`src/rtl/seeg_cmd_sequencer.sv`:
```
// Command sequencer for the sEEG front end: decodes one-shot command bits into
// exclusive record / impedance-check / stimulation sessions with a bounded drain.
module seeg_cmd_sequencer #(
  parameter int DRAIN_TIMEOUT = 4096,
  parameter int ERR_W         = 8
) (
  input  logic             S_AXI_ACLK,
  input  logic             S_AXI_ARESETN,
  input  logic [31:0]      cmd_word,
  input  logic             zchk_done,
  input  logic             stim_done,
  input  logic             dp_idle,
  input  logic             err_clr,
  output logic             rec_en,
  output logic             zchk_start,
  output logic             stim_start,
  output logic             stim_infinite,
  output logic             stim_stop,
  output logic [2:0]       state_code,
  output logic             busy,
  output logic [ERR_W-1:0] err_cnt,
  output logic             timeout_flag
);

  localparam int CNT_W = (DRAIN_TIMEOUT > 1) ? $clog2(DRAIN_TIMEOUT) : 1;
  localparam logic [CNT_W-1:0] CNT_LAST = CNT_W'(DRAIN_TIMEOUT - 1);
  localparam logic [ERR_W-1:0] ERR_MAX  = {ERR_W{1'b1}};

  typedef enum logic [2:0] {
    S_IDLE     = 3'd0,
    S_RECORD   = 3'd1,
    S_ZCHECK   = 3'd2,
    S_STIM_FIN = 3'd3,
    S_STIM_INF = 3'd4,
    S_DRAIN    = 3'd5
  } state_e;

  state_e           state_q, state_d;
  logic [8:0]       cmd_q;
  logic             armed_q;
  logic [8:0]       rise_s;
  logic [2:0]       n_start_s;
  logic             any_start_s, reject_s, timeout_s;
  logic [CNT_W-1:0] drain_cnt_q, drain_cnt_d;
  logic [ERR_W-1:0] err_cnt_q, err_cnt_d;
  logic             rec_en_q, rec_en_d, zchk_start_q, zchk_start_d;
  logic             stim_start_q, stim_start_d, stim_inf_q, stim_inf_d;
  logic             stim_stop_q, stim_stop_d, busy_q, busy_d, timeout_q, timeout_d;
  logic             unused_s;

  // The first edge after reset only primes cmd_q, so held bits are not executed.
  assign rise_s      = armed_q ? (cmd_word[8:0] & ~cmd_q) : 9'd0;
  assign n_start_s   = 3'(rise_s[0]) + 3'(rise_s[2]) + 3'(rise_s[6]) + 3'(rise_s[7]);
  assign any_start_s = (n_start_s != 3'd0);
  assign unused_s    = ^{cmd_word[31:9], rise_s[5:3]};

  always_ff @(posedge S_AXI_ACLK or negedge S_AXI_ARESETN) begin
    if (!S_AXI_ARESETN) begin
      state_q <= S_IDLE;
      cmd_q   <= 9'd0;
      armed_q <= 1'b0;
    end else begin
      state_q <= state_d;
      cmd_q   <= cmd_word[8:0];
      armed_q <= 1'b1;
    end
  end

  always_comb begin
    state_d   = state_q;
    reject_s  = 1'b0;
    timeout_s = 1'b0;
    case (state_q)
      S_IDLE: begin
        if (n_start_s > 3'd1) reject_s = 1'b1;
        else if (rise_s[0])   state_d = S_RECORD;
        else if (rise_s[2])   state_d = S_ZCHECK;
        else if (rise_s[6])   state_d = S_STIM_FIN;
        else if (rise_s[7])   state_d = S_STIM_INF;
        else                  state_d = S_IDLE;
      end
      S_RECORD: begin
        reject_s = any_start_s;
        if (rise_s[1]) state_d = S_DRAIN;
        else           state_d = S_RECORD;
      end
      S_ZCHECK: begin
        reject_s = any_start_s;
        if (zchk_done) state_d = S_IDLE;
        else           state_d = S_ZCHECK;
      end
      S_STIM_FIN: begin
        reject_s = any_start_s;
        if (stim_done)      state_d = S_IDLE;
        else if (rise_s[8]) state_d = S_DRAIN;
        else                state_d = S_STIM_FIN;
      end
      S_STIM_INF: begin
        reject_s = any_start_s;
        if (rise_s[8]) state_d = S_DRAIN;
        else           state_d = S_STIM_INF;
      end
      S_DRAIN: begin
        reject_s = any_start_s;
        if (dp_idle) begin
          state_d = S_IDLE;
        end else if (drain_cnt_q == CNT_LAST) begin
          state_d   = S_IDLE;
          timeout_s = 1'b1;
        end else begin
          state_d = S_DRAIN;
        end
      end
      default: state_d = S_IDLE;
    endcase
  end

  always_comb begin
    rec_en_d     = (state_d == S_RECORD);
    busy_d       = (state_d != S_IDLE);
    zchk_start_d = (state_q == S_IDLE) && (state_d == S_ZCHECK);
    stim_start_d = (state_q == S_IDLE) &&
                   ((state_d == S_STIM_FIN) || (state_d == S_STIM_INF));
    stim_stop_d  = ((state_q == S_STIM_FIN) || (state_q == S_STIM_INF)) &&
                   (state_d == S_DRAIN);
    // Mode qualifier is chosen at launch and held through DRAIN.
    if (state_q == S_IDLE)      stim_inf_d = (state_d == S_STIM_INF);
    else if (state_d == S_IDLE) stim_inf_d = 1'b0;
    else                        stim_inf_d = stim_inf_q;
    if ((state_q == S_DRAIN) && (state_d == S_DRAIN)) drain_cnt_d = drain_cnt_q + 1'b1;
    else                                              drain_cnt_d = {CNT_W{1'b0}};
    // Clear is applied before the increment so a coincident rejection yields 1.
    if (err_clr && reject_s)           err_cnt_d = {{(ERR_W-1){1'b0}}, 1'b1};
    else if (err_clr)                  err_cnt_d = {ERR_W{1'b0}};
    else if (reject_s && (err_cnt_q != ERR_MAX)) err_cnt_d = err_cnt_q + 1'b1;
    else                               err_cnt_d = err_cnt_q;
    if (timeout_s)    timeout_d = 1'b1;
    else if (err_clr) timeout_d = 1'b0;
    else              timeout_d = timeout_q;
  end

  always_ff @(posedge S_AXI_ACLK or negedge S_AXI_ARESETN) begin
    if (!S_AXI_ARESETN) begin
      rec_en_q     <= 1'b0;
      zchk_start_q <= 1'b0;
      stim_start_q <= 1'b0;
      stim_inf_q   <= 1'b0;
      stim_stop_q  <= 1'b0;
      busy_q       <= 1'b0;
      timeout_q    <= 1'b0;
      drain_cnt_q  <= {CNT_W{1'b0}};
      err_cnt_q    <= {ERR_W{1'b0}};
    end else begin
      rec_en_q     <= rec_en_d;
      zchk_start_q <= zchk_start_d;
      stim_start_q <= stim_start_d;
      stim_inf_q   <= stim_inf_d;
      stim_stop_q  <= stim_stop_d;
      busy_q       <= busy_d;
      timeout_q    <= timeout_d;
      drain_cnt_q  <= drain_cnt_d;
      err_cnt_q    <= err_cnt_d;
    end
  end

  assign rec_en        = rec_en_q;
  assign zchk_start    = zchk_start_q;
  assign stim_start    = stim_start_q;
  assign stim_infinite = stim_inf_q;
  assign stim_stop     = stim_stop_q;
  assign state_code    = state_q;
  assign busy          = busy_q;
  assign err_cnt       = err_cnt_q;
  assign timeout_flag  = timeout_q;

endmodule

```
`config.mk`:
```
export PLATFORM = sky130hd
export DESIGN_NAME = seeg_cmd_sequencer
export DESIGN_NICKNAME = d
export VERILOG_FILES = /design/src/rtl/seeg_cmd_sequencer.sv
export SDC_FILE = /design/constraint.sdc
export NUM_CORES = 1
export LEC_CHECK = 0
export CORE_UTILIZATION = 51
export DETAILED_ROUTE_END_ITERATION = 8
export GPL_TIMING_DRIVEN = 0
export PLACE_DENSITY_LB_ADDON = 0.15
export SLEW_MARGIN = 40
export SYNTH_ARGS = -nofsm -noshare
export SYNTH_HDL_FRONTEND = slang
export SYNTH_SLANG_ARGS = --single-unit
```
`constraint.sdc`:
```
create_clock -name S_AXI_ACLK -period 8.3 [get_ports S_AXI_ACLK]
set_clock_uncertainty 0.15 [all_clocks]
set_input_delay 1.66 -clock S_AXI_ACLK [delete_from_list [all_inputs] [get_ports S_AXI_ACLK]]
set_output_delay 1.66 -clock S_AXI_ACLK [all_outputs]
set_load 0.1 [all_outputs]
```
**Run 1: congestion heat map**

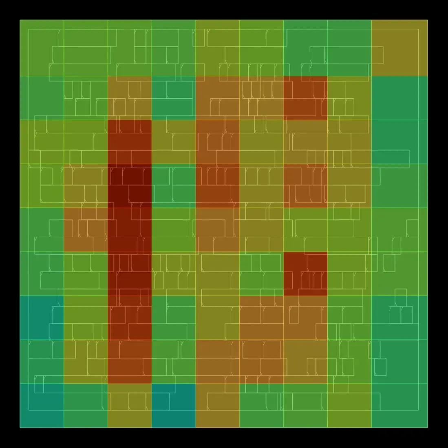
post-layout util: 63.8%
Most Crowded Layer GR: met2
GRT met2 Usage: 36.7%
GR Util met3: 4.82%

**Run 1: cell sizes after repair**

(6 px per um)
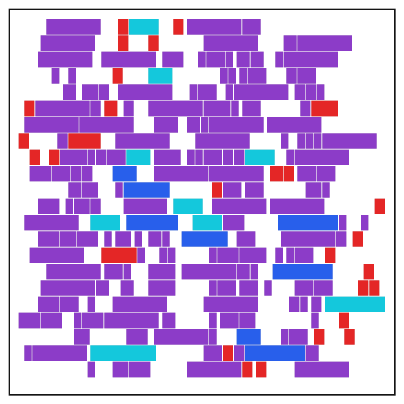
[blue] drive 3 to 4 | cells: 8 | share: 3.7%
[cyan] drive 6 and up | cells: 9 | share: 4.2%
[purple] drive 1 or less | cells: 169 | share: 79%
[red] drive 2 | cells: 28 | share: 13%
post-route cell area: 2340 um2
nonclk buf count: 36
Final Worst Setup Slack: 3460 ps
area growth from synthesis to layout: 19.2%

**Run 1: met3 routing**

(8 px per um)
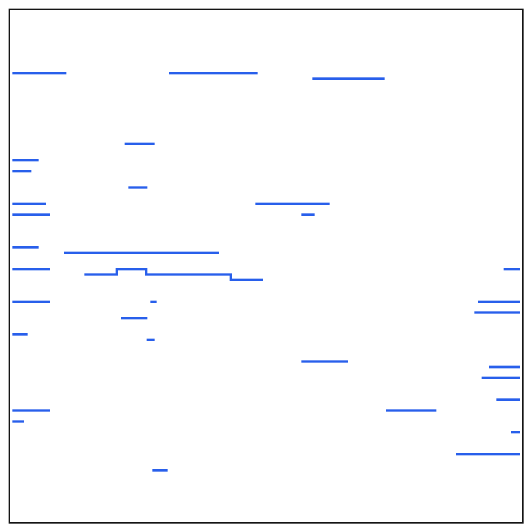
share of all routed wire: 4.3%
nets with wire on the layer: 27
longest straight run: 19.1 um
final WL: 3.88 mm
Via Count: 1434

-- run 1: power groups by stage --
stage	logic, uW	registers (uW)	clock network, uW
2_1_floorplan	114	343	0
3_3_place_gp	298	224	0
3_5_place_dp	288	224	0
4_1_cts	288	221	152
5_1_grt	303	223	158
6_report	287	221	150
-- run 1: how the worst max path moves through the flow --
stage | from | slack, ps | end
2_1_floorplan | cmd_word[2] | 3880 | err_cnt[0]
3_3_place_gp | cmd_word[2] | 3240 | err_cnt[0]
3_5_place_dp | cmd_word[2] | 3110 | err_cnt[0]
4_1_cts | cmd_word[2] | 3420 | err_cnt[0]
5_1_grt | cmd_word[2] | 3240 | err_cnt[0]
6_report | cmd_word[2] | 3460 | err_cnt[0]
-- run 1: cell usage in the layout, fill, tap and decap left out, drive strengths merged, types with 6 or more instances in the layout --
| cell type | instances |
|---|---|
| dfrtp | 37 |
| buf | 26 |
| nor2 | 23 |
| nand2 | 15 |
| xnor2 | 11 |
| nand3 | 9 |
| clkdlybuf4s50 | 9 |
| inv | 8 |
| clkbuf | 6 |
-- run 1: synthesized netlist by cell type, types with 2 or more instances --
library cell,instances
a2111oi_4,3
mux2i_1,2
buf_2,3
nor2_1,22
xor2_1,5
a21oi_1,4
a311oi_1,2
inv_1,8
ha_1,5
nor2b_1,3
and2_1,2
xnor2_1,11
nand3_1,9
nand2_1,15
nor3b_1,2
nand4_1,2
dfrtp_1,37
buf_6,2
and4_1,2
or3_1,3
o21ai_0,3
nand3b_1,3
-- run 1: cells by family after synthesis --
group                    count (synthesis)  synth area share (%)
adder cells (fa/ha/maj)                  6                  4.21
other                                    1                 0.191
flip-flops                              37                  47.2
XOR/XNOR                                16                  7.15
AND-OR/OR-AND                           22                  12.3
AND/OR/NAND/NOR                         79                  24.1
multiplexers                             2                  1.02
buffers and inverters                   15                  3.83
==> qor.csv, run 1 <==
stage,metric,value,unit
worst_setup_path,reg2reg_to,err_cnt[0],
worst_setup_path,critical_path_cell_count,13,
worst_setup_path,r2r_cells,12,
clocking,numCtsBuffers,5,
finish,flop-count,37,
detailed_routing,drc,0,
worst_setup_path,worstPathRequired,8300,ps
final_timing,fin_crit_sh,58.3,%
flow_run,log.warning_count,53,
finish,nNonClkInverters,8,
finish,final_nets,258,
detailed_routing,wl_met2,1.97,mm
placed_design,gp_congestion,0.791,
run_status,status,"complete, no violations",
power,switching_power,296,uW
clocking,cts-resized-gates,0,
worst_setup_path,cp.buffers_inverters,3,
clocking,htree_levels,2,
finish,comb_area,960,um2
final_timing,hold_slack,359,ps
worst_setup_path,crit_chain,"clkdlybuf4s50_1, nor2b_1, nand2_1, fa_1, inv_1, ha_1, inv_1, ha_1, or3_1, a31oi_4, a31oi_1, xnor2_1, mux2i_1",
finish,clkCellAreaFrac,4.44,%
power,p_int,362,uW
power,cellPowerDensity,281,nW/um2
clocking,clk_transition_reported_paths,70,ps
power,clock_power_share,22.7,%
final_timing,setup_violations,0,
worst_setup_path,reg2reg_from,armed_q,
synthesis,synth_nets,222,
worst_setup_path,worstPathArrival,4840,ps
synthesis,ys_ff,37,
placed_design,dp.cells,255,
floorplanning,row_count,22,
synthesis,netlist_area,1960,um2
floorplanning,die_area,4100,um2
synthesis,flop_cell,dfrtp_1,
worst_hold_path,holdPathStages,1,
placed_design,hpwl,2.90,mm
floorplanning,fp_util,53.6,%
floorplanning,ioPinCount,56,
detailed_routing,wire_per_inst,14.8,um
global_route,grtUsageMet1,25.3,%
finish,fill_cells,304,
clocking,cts_tree,built,
worst_hold_path,hold_end,drain_cnt_q[0],
power,comb_power_share,43.6,%
finish,flop_area,926,um2
synthesis,ys_area,1960,um2
detailed_routing,drt_iter0_drc,103,
synthesis,avgSynthCellArea,11.0,um2
worst_setup_path,slowest_delay,550,ps
power,p_leak,0.00103,uW
worst_setup_path,critPathLaunchType,input port,
placed_design,pre_cts_ws,3110,ps
final_timing,grt_setup_unrepaired,no,
finish,final_cells,262,
detailed_routing,met1Wirelength,1.64,mm
detailed_routing,top_layer,met4,
power,finalPower,657,uW
global_route,grt_start_max_net_pins,26,
floorplanning,tapCellCount,48,
finish,layout.nonclk_buf_share,11.0,%
finish,clkbuf_count,5,
finish,largest_class,logic gates,
global_route,gr-total-overflow,0,
synthesis,yosys_warnings,0,
worst_setup_path,worstPathMaxFanout,8,
synthesis,synth.distinct_cells,52,
worst_hold_path,min_path_type,reg -> reg,
clocking,clock_latency,290,ps
**Run 1: logic cells by family**

(6 px per um)
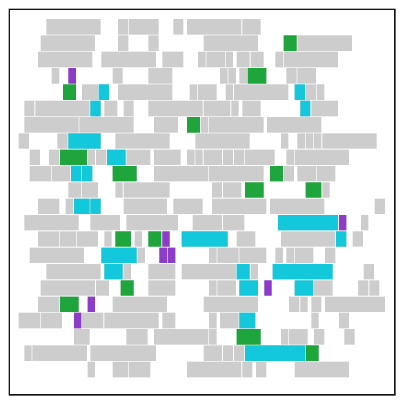

## Run 2: what changed since run 1
- CORE_UTILIZATION: 51 -> 47
- clock period: 8.3 -> 4.8 ns (I/O delays scaled with it)
**Run 2: logic cells by family**

(6 px per um)
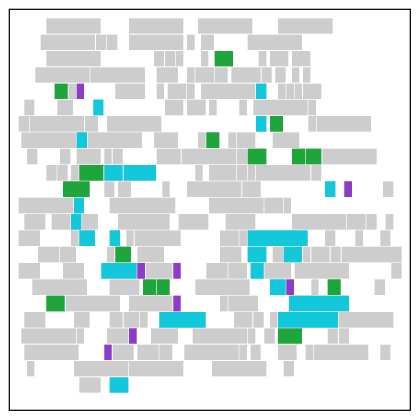
[cyan] inverting AOI/OAI gates | cells: 21
[purple] inverters | cells: 8
[green] AND and OR gates | cells: 15
fin cells: 265
logic share of the area: 40.8%
Commonest Layout Cell: dfrtp_1

==> qor.csv, run 2 <==
stage,metric,value,unit
run_status,status,"complete, no violations",
synthesis,top_area_share,47.2,%
finish,diodes,0,
global_route,grtUsageMet2,30.9,%
worst_setup_path,r2r_cells,12,
finish,layout_top_cells,"dfrtp_1, buf_2, nor2_1",
worst_setup_path,reg2reg_setup_slack,1480,ps
floorplanning,row_count,23,
worst_hold_path,hold_end,drain_cnt_q[0],
flow_run,max-cap-violations,0,
finish,largest_reg_flops,12,
worst_setup_path,cp.buffers_inverters,3,
worst_setup_path,worstPathArrival,4120,ps
worst_setup_path,crit_chain,"clkdlybuf4s50_1, nor2b_1, nand2_1, fa_1, inv_1, ha_1, inv_1, ha_1, or3_1, a31oi_4, a31oi_1, xnor2_1, mux2i_1",
worst_setup_path,worstPathRequired,4810,ps
power,switching_power,517,uW
finish,postLayoutCoreUtil,58.8,%
final_timing,setup_violations,0,
placed_design,dpl_cell_area,2240,um2
floorplanning,ioPinCount,56,
clocking,cts_setup_buffers,0,
finish,drive_gt1_share,20.9,%
global_route,track_usage,19.6,%
global_route,grt_start_max_net_pins,25,
final_timing,layout_min_cycle_time,4110,ps
final_timing,worst_slew_pin_slew,513,ps
worst_setup_path,critPathLaunchType,input port,
power,p_int,644,uW
worst_setup_path,crit_end,err_cnt[0],
synthesis,topCellsByArea,"dfrtp_1, xnor2_1, a2111oi_4, nor2_1, ha_1",
floorplanning,die_y,66.6,um
synthesis,avgSynthCellArea,11.0,um2
clocking,clock_latency,290,ps
worst_setup_path,slowest_delay,540,ps
clocking,numCtsBuffers,5,
global_route,grt_pass1_wl,6.38,mm
worst_setup_path,crit_path_top_delay_cell,fa_1,
finish,fin_area,2350,um2
clocking,cts-resized-gates,0,
detailed_routing,wl_met2,1.88,mm
final_timing,hold_slack,328,ps
worst_setup_path,critical_path_cell_count,13,
global_route,grtUsageMet1,23.7,%
clocking,clock_path_buffers,2,
worst_setup_path,crit_family,adder cells,
floorplanning,die_w,66.6,um
detailed_routing,met1Wirelength,1.76,mm
final_timing,finalHoldViolCount,0,
worst_setup_path,startpoint,cmd_word[2],
detailed_routing,drc,0,
global_route,gr-total-overflow,0,
finish,synthToLayoutAreaGrowth,20.0,%
synthesis,syn_inst,178,
power,clock_power_share,23.9,%
power,comb_power_share,43.2,%
worst_hold_path,min_path_type,reg -> reg,
power,ir_drop,0.000413,V
synthesis,ys_seq_share,47.2,%
worst_hold_path,holdPathStages,1,
detailed_routing,drt_iter0_drc,63,
detailed_routing,drt-vias-per-instance,5.43,
placed_design,port_buffers,28,
floorplanning,fp_util,49.0,%
synthesis,flop_cell,dfrtp_1,
synthesis,ys_area,1960,um2
synthesis,yosys.area.top_type,dfrtp_1,
final_timing,fin_crit_sh,85.6,%
power,netSwitchingFraction,44.5,%
clocking,cts_tree,built,
synthesis,ys_ff,37,
floorplanning,coreArea,4000,um2
placed_design,pre_cts_ws,388,ps
synthesis,async_flop_share,100,%
detailed_routing,ant_nets,0,
placed_design,dp.cells,257,
clocking,cts.sinks,37,
synthesis,ys_top_cells_by_count,"dfrtp_1, nor2_1, nand2_1, xnor2_1, nand3_1",
final_timing,setup_tns,0,ps
detailed_routing,top_layer,met4,
final_timing,grt_setup_unrepaired,no,
synthesis,yosys_warnings,0,
power,finalPower,1160,uW
worst_setup_path,reg2reg_to,err_cnt[0],
global_route,use_met3,5.31,%
finish,fill_cells,328,
synthesis,edf_count,0,
floorplanning,die_area,4430,um2
synthesis,synth.distinct_cells,52,
worst_setup_path,endpoint_kind,flop,
clocking,clk_transition_reported_paths,70,ps
detailed_routing,wl_met3,134,um
clocking,htree_levels,2,
worst_hold_path,hold_path.startpoint,drain_cnt_q[0],
placed_design,gp_congestion,0.816,
synthesis,netlist_area,1960,um2
worst_setup_path,reg2reg_from,armed_q,
final_timing,max_slew_margin,65.7,%
detailed_routing,vias,1440,
final_timing,maxSlewViolCount,0,
detailed_routing,wl,3.88,mm
placed_design,hpwl,2.80,mm
synthesis,ys_cells,178,
worst_setup_path,worstPathMaxFanout,8,
power,pwr-share-seq,32.9,%
final_timing,setup_slack,689,ps
clocking,cts-root-buf,clkbuf_8,
worst_setup_path,path_class,in -> reg,
detailed_routing,wire_per_inst,14.6,um
synthesis,synth_nets,222,
flow_run,log.warning_count,53,
finish,regMostFlops,drain_cnt_q,
finish,final_nets,258,
global_route,grt.busiest_layer,met2,
power,cellPowerDensity,494,nW/um2
global_route,antenna_found_initial,0,
global_route,grt_pass1_vias,1444,
detailed_routing,dr.pass1.iters,3,
synthesis,top_cell,dfrtp_1,
power,p_leak,0.00103,uW
final_timing,timing.fmax,243,MHz
clocking,hold_buffers,0,
-- run 2: cell counts after synthesis --
No cell type changed its count.
-- run 2: logic make-up (layout without fill, tap and decap cells) --
family | count (synthesis) | after routing | synth area share (%)
and+or+nand+nor | 79 | 79 | 24.1
muxes | 2 | 2 | 1.02
DFF | 37 | 37 | 47.2
AOI/OAI and AO/OA | 22 | 22 | 12.3
buffers and inverters | 15 | 52 | 3.83
adders and majority gates | 6 | 6 | 4.21
other | 1 | 1 | 0.191
xor gates and xnor gates | 16 | 16 | 7.15
-- run 2: worst reg2reg max path, delay by kind of cell, from the launching register on --
| family | cells | cell delay [ps] |
|---|---|---|
| adder cells (fa/ha/maj) | 3 | 950 |
| AND/OR/NAND/NOR | 2 | 610 |
| AND-OR/OR-AND | 2 | 540 |
| buffers and inverters | 3 | 370 |
| flip-flops | 1 | 320 |
| XOR/XNOR | 1 | 170 |
| multiplexers | 1 | 80 |
-- run 2: cell type report --
class | count | area [um2] | area share, %
multi-input cells | 126 | 960 | 40.8
flip-flops and latches | 37 | 926 | 39.4
repair buffers | 29 | 213 | 9.04
clock buffers | 7 | 86.3 | 3.67
well taps | 50 | 62.6 | 2.66
plain buffers | 7 | 45.0 | 1.91
clock inverters | 1 | 30.0 | 1.28
inverters | 8 | 30.0 | 1.28
-- run 2: power groups by stage --
| stage | clock [uW] | combinational (uW) | sequential (uW) |
|---|---|---|---|
| 2_1_floorplan | 0 | 197 | 594 |
| 3_3_place_gp | 0 | 518 | 388 |
| 3_5_place_dp | 0 | 499 | 387 |
| 4_1_cts | 284 | 503 | 381 |
| 5_1_grt | 296 | 528 | 385 |
| 6_report | 278 | 502 | 382 |
Power figures rest on the tool's default switching activity, not on a simulated workload.
